### Placed cells, one colour a class, run 1

(1.5 px per um)
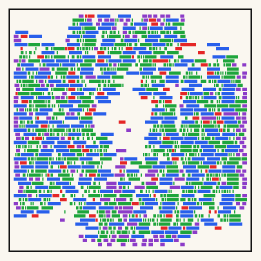
### The metal 3 layer, run 1

(2 px per um) Cells faint in the background.
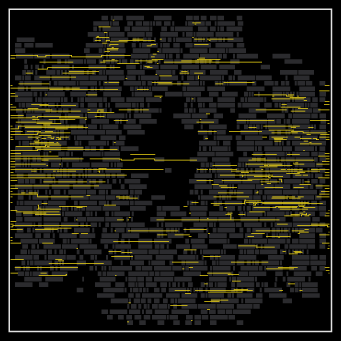
### Clock routing, run 1

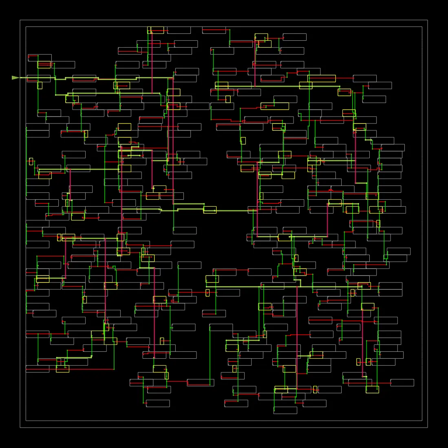
### I/O nets highlighted, run 1

(3 px per um)
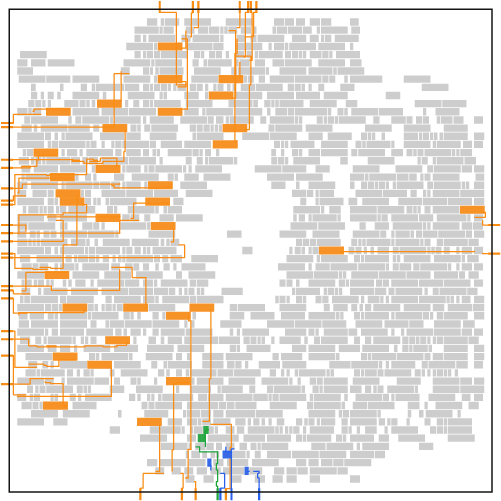
[src/rtl/fetch_pkg.sv]
// -----------------------------------------------------------------------------
// fetch_pkg
// Shared definitions for the trv_proc instruction fetch queue.
//   FETCH_Q_DEPTH : default number of queue entries
//   PC_W / INST_W : default program-counter / instruction widths
//   fetch_entry_t : one buffered {pc, inst} pair
// -----------------------------------------------------------------------------
package fetch_pkg;

  localparam int FETCH_Q_DEPTH = 4;
  localparam int PC_W          = 32;
  localparam int INST_W        = 32;

  typedef struct packed {
    logic [PC_W-1:0]   pc;
    logic [INST_W-1:0] inst;
  } fetch_entry_t;

endpackage

[src/rtl/fetch_queue_fifo_ptr_ctrl.sv]
// -----------------------------------------------------------------------------
// fifo_ptr_ctrl
// Read/write pointer control for the fetch queue circular buffer. Pointers
// carry one extra wrap bit so full and empty can be told apart without a
// separate occupancy register; occupancy is the pointer difference.
// Ports:
//   CLK, RST_N    : clock, asynchronous active-low reset
//   flush         : return both pointers to 0 (beats push/pop)
//   i_push/i_pop  : accepted write / read this cycle
//   o_wr_idx      : storage index for the next write
//   o_rd_idx      : storage index of the head entry
//   o_full        : all DEPTH entries occupied
//   o_empty       : no entries occupied
//   o_count       : current occupancy, 0..DEPTH
// -----------------------------------------------------------------------------
module fifo_ptr_ctrl
  import fetch_pkg::*;
#(
  parameter int DEPTH = FETCH_Q_DEPTH
) (
  input  logic                       CLK,
  input  logic                       RST_N,
  input  logic                       flush,
  input  logic                       i_push,
  input  logic                       i_pop,
  output logic [$clog2(DEPTH)-1:0]   o_wr_idx,
  output logic [$clog2(DEPTH)-1:0]   o_rd_idx,
  output logic                       o_full,
  output logic                       o_empty,
  output logic [$clog2(DEPTH):0]     o_count
);

  localparam int IW = $clog2(DEPTH);

  logic [IW:0] r_wr_ptr;
  logic [IW:0] r_rd_ptr;

  // Pointer update: flush clears both pointers, otherwise advance on handshakes
  always_ff @(posedge CLK or negedge RST_N) begin
    if (!RST_N) begin
      r_wr_ptr <= '0;
      r_rd_ptr <= '0;
    end else if (flush) begin
      r_wr_ptr <= '0;
      r_rd_ptr <= '0;
    end else begin
      if (i_push) begin
        r_wr_ptr <= r_wr_ptr + {{IW{1'b0}}, 1'b1};
      end
      if (i_pop) begin
        r_rd_ptr <= r_rd_ptr + {{IW{1'b0}}, 1'b1};
      end
    end
  end

  assign o_wr_idx = r_wr_ptr[IW-1:0];
  assign o_rd_idx = r_rd_ptr[IW-1:0];
  assign o_empty  = (r_wr_ptr == r_rd_ptr);
  // Same slot but a different lap means the writer is a full lap ahead.
  assign o_full   = (r_wr_ptr[IW-1:0] == r_rd_ptr[IW-1:0]) &&
                    (r_wr_ptr[IW] != r_rd_ptr[IW]);
  // Modular subtraction handles the rollover at 2*DEPTH for free.
  assign o_count  = r_wr_ptr - r_rd_ptr;

endmodule

[src/rtl/fetch_queue.sv]
// -----------------------------------------------------------------------------
// fetch_queue
// Instruction fetch queue between I-cache return and decode. Buffers up to
// DEPTH {pc, inst} pairs with valid/ready handshakes on both sides and a
// single-cycle flush for redirects. in_ready depends only on occupancy.
// Optional feature macro: FETCH_QUEUE_BYPASS_EN -- when defined, an empty
// queue forwards the input straight to the output combinationally and an
// entry taken that way is never written into storage.
// Ports:
//   CLK, RST_N          : clock, asynchronous active-low reset
//   flush               : discard all entries
//   in_valid/in_ready   : fetch-side handshake
//   in_pc/in_inst       : incoming entry
//   out_valid/out_ready : decode-side handshake
//   out_pc/out_inst     : head entry
//   count               : current occupancy
// -----------------------------------------------------------------------------
module fetch_queue #(
  parameter int DEPTH  = fetch_pkg::FETCH_Q_DEPTH,
  parameter int PC_W   = fetch_pkg::PC_W,
  parameter int INST_W = fetch_pkg::INST_W
) (
  input  logic                     CLK,
  input  logic                     RST_N,
  input  logic                     flush,
  input  logic                     in_valid,
  output logic                     in_ready,
  input  logic [PC_W-1:0]          in_pc,
  input  logic [INST_W-1:0]        in_inst,
  output logic                     out_valid,
  input  logic                     out_ready,
  output logic [PC_W-1:0]          out_pc,
  output logic [INST_W-1:0]        out_inst,
  output logic [$clog2(DEPTH):0]   count
);

  import fetch_pkg::*;

  localparam int IW = $clog2(DEPTH);

  logic [PC_W-1:0]   r_pc_mem   [DEPTH];
  logic [INST_W-1:0] r_inst_mem [DEPTH];

  logic [IW-1:0] w_wr_idx;
  logic [IW-1:0] w_rd_idx;
  logic          w_full;
  logic          w_empty;
  logic          w_push;
  logic          w_pop;
  logic          w_bypass_take;

  fifo_ptr_ctrl #(
    .DEPTH (DEPTH)
  ) u_ptr_ctrl (
    .CLK      (CLK),
    .RST_N    (RST_N),
    .flush    (flush),
    .i_push   (w_push),
    .i_pop    (w_pop),
    .o_wr_idx (w_wr_idx),
    .o_rd_idx (w_rd_idx),
    .o_full   (w_full),
    .o_empty  (w_empty),
    .o_count  (count)
  );

  assign in_ready = ~w_full;

`ifdef FETCH_QUEUE_BYPASS_EN
  // An empty queue whose consumer is ready hands the input straight through.
  assign w_bypass_take = w_empty & in_valid & out_ready & ~flush;

  // Output mux: bypass the input while empty, otherwise present the head
  always_comb begin
    if (w_empty) begin
      out_valid = in_valid & ~flush;
      out_pc    = in_pc;
      out_inst  = in_inst;
    end else begin
      out_valid = 1'b1;
      out_pc    = r_pc_mem[w_rd_idx];
      out_inst  = r_inst_mem[w_rd_idx];
    end
  end
`else
  assign w_bypass_take = 1'b0;

  // Output mux: head entry straight from storage
  always_comb begin
    out_valid = ~w_empty;
    out_pc    = r_pc_mem[w_rd_idx];
    out_inst  = r_inst_mem[w_rd_idx];
  end
`endif

  // Storage writes are gated by flush so a discarded handshake leaves no trace.
  assign w_push = in_valid & ~w_full & ~flush & ~w_bypass_take;
  // Only entries actually held in storage advance the read pointer.
  assign w_pop  = out_ready & ~w_empty;

  // Storage array: cleared on reset, written at the write index on push
  always_ff @(posedge CLK or negedge RST_N) begin
    if (!RST_N) begin
      for (int i = 0; i < DEPTH; i++) begin
        r_pc_mem[i]   <= '0;
        r_inst_mem[i] <= '0;
      end
    end else if (w_push) begin
      r_pc_mem[w_wr_idx]   <= in_pc;
      r_inst_mem[w_wr_idx] <= in_inst;
    end else begin
      r_pc_mem[w_wr_idx]   <= r_pc_mem[w_wr_idx];
      r_inst_mem[w_wr_idx] <= r_inst_mem[w_wr_idx];
    end
  end

endmodule

[config.mk]
export PLATFORM = sky130hd
export DESIGN_NAME = fetch_queue
export DESIGN_NICKNAME = d
export VERILOG_FILES = /design/src/rtl/fetch_pkg.sv /design/src/rtl/fetch_queue_fifo_ptr_ctrl.sv /design/src/rtl/fetch_queue.sv
export SDC_FILE = /design/constraint.sdc
export NUM_CORES = 1
export LEC_CHECK = 0
export CAP_MARGIN = 25
export CORE_MARGIN = 2
export CORE_UTILIZATION = 55
export CTS_BUF_LIST = sky130_fd_sc_hd__clkbuf_8
export CTS_CLUSTER_DIAMETER = 100
export DETAILED_ROUTE_END_ITERATION = 8
export MAX_ROUTING_LAYER = met4
export PLACE_DENSITY = 0.88
export SLEW_MARGIN = 20
export SYNTH_ARGS = -nofsm -noshare
export SYNTH_HDL_FRONTEND = slang
export SYNTH_SLANG_ARGS = --single-unit
[constraint.sdc]
create_clock -name CLK -period 3.1 [get_ports CLK]
set_clock_uncertainty 0.2 [all_clocks]
set_input_delay 0.62 -clock CLK [delete_from_list [all_inputs] [get_ports CLK]]
set_output_delay 0.62 -clock CLK [all_outputs]
set_load 0.01 [all_outputs]
==> notes.md, run 1 <==
- **maximum level of the CTS H-tree** 2
- **Most used DFF post-synth** dfrtp_1
- **clock tree from TritonCTS** done
- **reg-to-reg endpoint** r_inst_mem[31]
- **worst endpoint required time** 2.28 ns
- **filler cell count** 1671
- **remaining antenna violation count** 0
- **number of gates resized after cts** 64
- **DIE HEIGHT** 160 um
- **most frequent standard cell in the layout excluding fill and tap cells** nor2_1
- **outcome** completed
- **floorplan core density** 0.557
- **setup repair after global routing missed its margin** yes
- **DIE WIDTH** 160 um
- **capture point of the critical path** out_pc[2]
- **aggregate global routing overflow** 0
- **WL met2** 17400 um
- **post-synthesis cell count** 1165
- **worst relative slew slack** 0.280
- **post-synthesis cell type with the largest combined area** dfrtp_1
- **fraction of synthesized cell area taken by the top area cell type** 0.487
- **length in cells of the worst reg-to-reg path** 7
- **highest metal layer with signal wires** met4
- **HPWL reported at the end of detailed placement** 20800 um
- **reg-to-reg setup timing slack** 0.19 ns
- **yosys cell count** 1165
- **launching instance or port of the critical path** u_ptr_ctrl.r_rd_ptr[0]
- **max capacitance violation total** 0
- **post-synthesis net count** 1242
- **post-synth area from yosys stat** 13500 um^2
- **register bit total from synthesis** 262
- **Yosys warning total** 0
- **number of DRC markers in iteration 0** 1409
- **top cells by instance count after synthesis** 262 x dfrtp_1, 262 x nor2_1, 256 x a31oi_1, 128 x mux4_2, 99 x nand2_1
- **capturing element type of the critical path** primary output
- **final hold violation count** 0
- **fraction of layout instances using a drive strength above 1** 0.203
- **wire length on met1** 13500 um
- **main area contributors** dfrtp_1 49%, mux4_2 21%, a31oi_1 12%
- **commonest cells after routing, fill and taps aside** 262 x nor2_1, 258 x dfrtp_1, 256 x a31oi_1
- **highest fanout seen on the critical path** 9
- **warning total across the stage logs** 34
- **transition at the pin with the smallest max-transition slack** 1.08 ns
- **min-delay src** r_inst_mem[61]
- **cell area after synthesis** 13500 um^2
- **fin nets** 1363
- **number of flops mapped to enable cells by yosys** 0
- **drt wl/cell** 21.5 um
- **CTS clock-pin slew for the worst setup and hold paths** 0.06 ns
- **total power consumption of the routed design** 15.4 mW
- **number of iterations in the first detailed-routing pass** 6
- **Fin Hold WS** 0.353 ns
- **Vias** 10900
- **total leakage power** 6.35 nW
- **number of different library cells in the post-synthesis netlist** 24
- **post-CTS setup buffer count** 1
- **data arrival time of the worst path** 2.24 ns
- **wire length of the first global-routing pass** 57900 um
- **proportion of register bits with asynchronous set or reset after synthesis** 1.00
- **cell with the biggest individual delay on the critical path** mux4_2
- **Worst Hold End** r_inst_mem[61]
- **relative area change from synthesis to final layout** 21.0%
- **global placement routability congestion** 0.776
- **met1 track demand over resource in global routing** 0.376
- **buffers from clock root to sink, at most** 3
- **DRC violation count after routing** 0
- **path class of the lowest-slack min-delay path** reg -> reg
- **detailed-route vias per instance** 6.61
- **Clk Tree Root Cell** clkbuf_8
- **wire length on met3** 3270 um
- **most used routing layer** met2
- **final max-slew violation count** 0
- **met2 demand-to-capacity share in global routing** 0.456
- **highest ir drop seen on vdd** 0.000582 V
- **pin count of the biggest net entering global routing** 129
- **Synth Seq Share** 0.487
- **Worst Setup Path Type** reg -> out
- **Critical R2R Launch** u_ptr_ctrl.r_rd_ptr[1]
- **Highest Clock Rate** 327 MHz
- **total CTS buffers** 45
- **ratio of final minimum period to clock period** 0.987
- **number of antenna violations at the first check in global routing** 2
- **ordered cell list for the critical path** buf_8, mux4_2, clkdlybuf4s50_1
- **critical path launch point type** register
- **Finish-stage setup viols** 0
- **fin crit period** 3.06 ns
- **average footprint of a synthesized cell** 11.5 um^2
- **via count of the first global-routing pass** 11200
- **Chip Area** 25700 um^2
- **GRT Overall Usage** 0.292
- **hold buffer count at CTS** 1
- **slowest cell delay on critical path** 0.56 ns
- **power density normalized to cell area** 949 nW/um^2
- **worst hold path cell count** 2
-- 'Placed cells, one colour a class' (at the start) --
Key: blue = sequential cells [cells 262]; red = clock drivers and dummy loads [cells 82]; purple = remaining buffers and delay cells [cells 171]; green = combinational and other logic [cells 806]
Post-Route Utilization: 0.673
share of cell area taken by flip-flops and latches: 0.404
std cell rows: 57
area of the core region: 24200 um^2

-- 'The metal 3 layer' (at the start) --
249 nets have wire on it. The layer carries 3270 um of wire.
Post-Route WL: 35400 um
met3 Usage GRT: 0.0635

-- 'Clock routing' (at the start) --
clock sink count: 262
Latency at later pin: 0.56 ns
Clock buffer cells: 54

-- 'I/O nets highlighted' (at the start) --
Key: orange = out_inst [direction output, end cells 32, wire 1410 um]; blue = count [direction output, end cells 3, wire 38.3 um]; green = out_ready [direction input, end cells 2, wire 30.8 um]
count of input and output buffers: 137
num ports: 138

-- run 1: final cells by class --
class                   instances  area, um^2  share of cell area
multi-input cells             801        6490               0.399
clock buffers                  54         743              0.0457
flip-flops and latches        262        6570               0.404
repair buffers                171        1870               0.115
diodes                          2        5.00            0.000308
well taps                     324         405              0.0249
inverters                       5        22.5             0.00138
clock inverters                28         169              0.0104
-- run 1: stage by stage --
step,setup WS [ns],cells,util,instance area (um^2),TNS (ns)
final,0.0398,1647,0.673,16300,0
after global routing,-0.0176,1647,0.673,16300,-0.0202
after detailed placement,0.345,1557,0.632,15300,0
after global placement,0.426,1557,0.632,15300,0
after CTS,-0.0836,1643,0.671,16200,-0.308
after floorplan,0.471,1165,-,13500,0
-- run 1: worst max-delay path, delay by kind of cell, from the launching register on --
family / cells / cell delay [ns]
multiplexers: 1 / 0.56
flip-flops: 1 / 0.46
buffers and inverters: 2 / 0.68
-- run 1: cell families (layout without fill, tap and decap cells) --
kind of cell             Yosys count  in the layout  share of synthesized area
AND-OR/OR-AND                    262            262                      0.123
other                              0              2                          0
AND/OR/NAND/NOR                  394            394                      0.127
buffers and inverters            102            258                     0.0342
multiplexers                     130            130                      0.216
flip-flops                       262            262                      0.487
adder cells (fa/ha/maj)            8              8                    0.00800
XOR/XNOR                           7              7                    0.00511
-- run 1: flip-flops by register name, summed over array words and instances (netlist names) --
register	flops
r_inst_mem	128
r_pc_mem	128
u_ptr_ctrl.r_rd_ptr	3
u_ptr_ctrl.r_wr_ptr	3
-- run 1: where the power goes --
group | internal (mW) | switching, mW
Combinational | 3.25 | 2.96
Clock | 1.74 | 1.41
Sequential | 4.91 | 1.18
Total | 9.90 | 5.54
### Routed clock nets over the placement, run 1

(3 px per um)
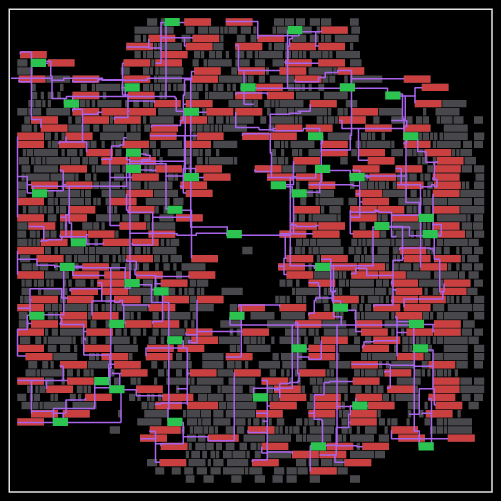

==> run 1 -> run 2 <==
--- a/config.mk
+++ b/config.mk
@@ -6,7 +6,6 @@
 export NUM_CORES = 1
 export LEC_CHECK = 0
 export CAP_MARGIN = 25
-export CORE_MARGIN = 2
 export CORE_UTILIZATION = 55
 export CTS_BUF_LIST = sky130_fd_sc_hd__clkbuf_8
 export CTS_CLUSTER_DIAMETER = 100
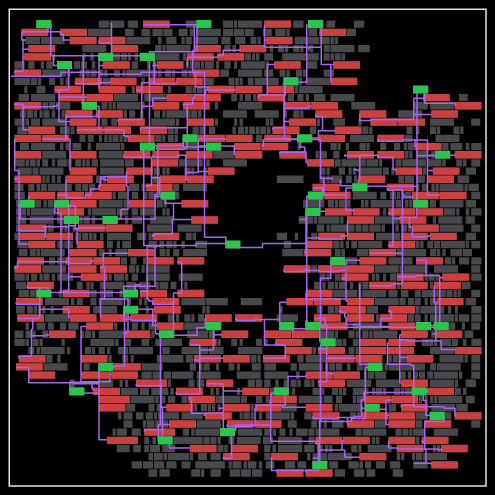
*Routed clock nets over the placement, run 2*
(3 px per um)
Key: red = flip-flops [count 262]; green = clock drivers [count 45]; purple = clock wires [length 3490 um]
There are 46 routed clock nets.
Clock power frac: 0.204
clock distribution power: 3.14 mW

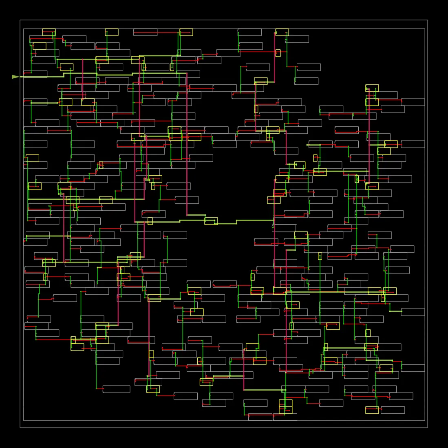
*Clock routing, run 2*
total CTS buffers: 45
num sequential: 262

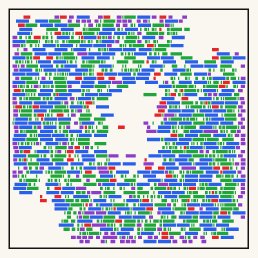
*Placed cells, one colour a class, run 2*
(1.5 px per um)
Key: green = combinational and other logic [cells 806]; blue = sequential cells [cells 262]; red = clock drivers and dummy loads [cells 82]; purple = remaining buffers and delay cells [cells 174]
area of the core region: 23800 um^2
std cell rows: 56
final non-filler cell area: 16200 um^2
Post-Route Utilization: 0.683
share of cell area taken by flip-flops and latches: 0.405

==> run 2 against run 1 <==
Compared with the run above: combinational power is 1% lower; wire length is 0.44% higher; die size is 2.5% lower; first-iteration DRC count is 21% lower; hold slack worse by 0.0049 ns; utilization is 1.0 points higher; final area is 0.25% lower; setup slack better by 0.026 ns; critical path type unchanged; count of clock-buffer cells in the layout is 4 higher.
==> notes.md, run 2 <==
- **outcome** completed
- **highest fanout seen on the critical path** 27
- **post-synthesis cell type with the largest combined area** dfrtp_1
- **biggest registers after layout** r_inst_mem (128), r_pc_mem (128)
- **Fin Hold WS** 0.348 ns
- **yosys cell count** 1165
- **number of DRC markers in iteration 0** 1113
- **post-CTS setup buffer count** 1
- **aggregate global routing overflow** 0
- **worst hold path cell count** 2
- **warning total across the stage logs** 30
- **num ports** 138
- **filler cell count** 1647
- **Clk Tree Root Cell** clkbuf_8
- **Vias** 10800
- **clock sink count** 262
- **Highest Clock Rate** 330 MHz
- **reg-to-reg setup timing slack** 0.38 ns
- **ordered cell list for the critical path** buf_16, mux4_2, dlygate4sd2_1
- **setup repair after global routing missed its margin** no
- **number of antenna repair diodes** 1
- **length in cells of the worst reg-to-reg path** 6
- **Latency at later pin** 0.56 ns
- **capturing element type of the critical path** primary output
- **Tapcell Cnt** 319
- **number of antenna violations at the first check in global routing** 1
- **min-delay src** r_pc_mem[33]
- **remaining antenna violation count** 0
- **relative area change from synthesis to final layout** 20.6%
- **detailed-route vias per instance** 6.55
- **critical path launch point type** register
- **max capacitance violation total** 0
- **Yosys warning total** 0
- **number of buffers and inverters on the critical path** 2
- **slowest cell delay on critical path** 0.58 ns
- **cell class contributing the biggest share of worst-path delay** multiplexers
- **clock tree cell share of total cell area** 0.0560
- **GRT Overall Usage** 0.304
- **DIE WIDTH** 158 um
- **non-filler instance count after layout** 1644
- **count of multi-input gates** 801
- **Worst Hold End** r_pc_mem[33]
- **highest ir drop seen on vdd** 0.000624 V
- **post-placement worst setup slack** 0.413 ns
- **drt wl/cell** 21.6 um
- **Chip Area** 25100 um^2
- **setup slack of the critical path after layout** 0.0654 ns
- **most frequent standard cell in the layout excluding fill and tap cells** nor2_1
- **fin nets** 1366
- **number of non-clock buffers in the layout** 174
- **commonest cells after routing, fill and taps aside** 262 x nor2_1, 258 x dfrtp_1, 256 x a31oi_1
- **global placement routability congestion** 0.793
- **clock tree from TritonCTS** done
- **Storage cell area** 6570 um^2
- **Clock buffer cells** 58
- **buffers from clock root to sink, at most** 3
- **Synth Seq Share** 0.487
- **post-synthesis cell count** 1165
- **average footprint of a synthesized cell** 11.5 um^2
- **total power consumption of the routed design** 15.4 mW
- **maximum level of the CTS H-tree** 2
- **total leakage power** 6.35 nW
- **logic share of the area** 0.400
- **final max-slew violation count** 0
- **wire length of the first global-routing pass** 57100 um
- **Critical R2R Launch** u_ptr_ctrl.r_rd_ptr[0]
- **count of input and output buffers** 137
- **worst relative slew slack** 0.527
- **pin count of the biggest net entering global routing** 91
- **accumulated negative setup slack** 0 ns
- **cell area after synthesis** 13500 um^2
- **fin crit period** 3.03 ns
- **number of logic inverters in the finished layout** 5
- **HPWL reported at the end of detailed placement** 20900 um
- **ratio of final minimum period to clock period** 0.979
- **NonClk Buf Share** 0.113
- **area post-placement** 15300 um^2
- **final hold violation count** 0
- **hold buffer count at CTS** 1
- **DRC violation count after routing** 0
- **floorplan core density** 0.566
- **proportion of register bits with asynchronous set or reset after synthesis** 1.00
- **Post-Route WL** 35500 um
- **reg-to-reg endpoint** r_inst_mem[12]
- **post-synthesis net count** 1242
- **worst endpoint required time** 2.28 ns
- **data arrival time of the worst path** 2.21 ns
- **number of different library cells in the post-synthesis netlist** 24
- **main area contributors** dfrtp_1 49%, mux4_2 21%, a31oi_1 12%
- **post-synth area from yosys stat** 13500 um^2
- **Finish-stage setup viols** 0
- **via count of the first global-routing pass** 11300
run 2: cell count changes in the layout (fill, tap and decap cells not counted), moves of 2 or more:
cell             change
clkinvlp_4           -2
buf_4                +6
inv_8                +2
clkdlybuf4s50_1      -7
clkbuf_8             +4
buf_12               -3
dlygate4sd2_1       +15
bufinv_16            -2
clkdlybuf4s15_1      -7
run 2: how the worst max path moves through the flow:
stage	startpoint	to	slack, ns	depth (start not counted)
6_report	u_ptr_ctrl.r_rd_ptr[0]	out_inst[28]	0.07	3
5_1_grt	u_ptr_ctrl.r_rd_ptr[0]	out_inst[24]	0.01	3
4_1_cts	u_ptr_ctrl.r_rd_ptr[0]	out_inst[28]	0.04	3
3_5_place_dp	u_ptr_ctrl.r_rd_ptr[0]	out_inst[29]	0.41	3
3_3_place_gp	u_ptr_ctrl.r_rd_ptr[0]	out_inst[27]	0.42	3
2_1_floorplan	u_ptr_ctrl.r_wr_ptr[0]	count[2]	0.47	6
run 2: routing by layer:
layer,vias up,routed length [um],global-route usage
li1,4620,-,-
met2,579,17800,0.489
met4,0,1060,0.141
met3,102,2890,0.0672
met5,-,0,-
met1,5463,13800,0.369
run 2: logic make-up (layout without fill, tap and decap cells):
| kind of cell | Yosys count | count (layout) | share of synthesized area |
|---|---|---|---|
| xor+xnor | 7 | 7 | 0.00511 |
| flops | 262 | 262 | 0.487 |
| mux | 130 | 130 | 0.216 |
| buf+inv | 102 | 261 | 0.0342 |
| other cells | 0 | 1 | 0 |
| fa+ha+maj | 8 | 8 | 0.00800 |
| compound gates | 262 | 262 | 0.123 |
| simple gates | 394 | 394 | 0.127 |
run 2: report_power, final:
group	switching, mW	internal (mW)
clock network	1.45	1.69
logic	2.94	3.18
registers	1.21	4.91
total	5.60	9.77
Power figures rest on the tool's default switching activity, not on a simulated workload.
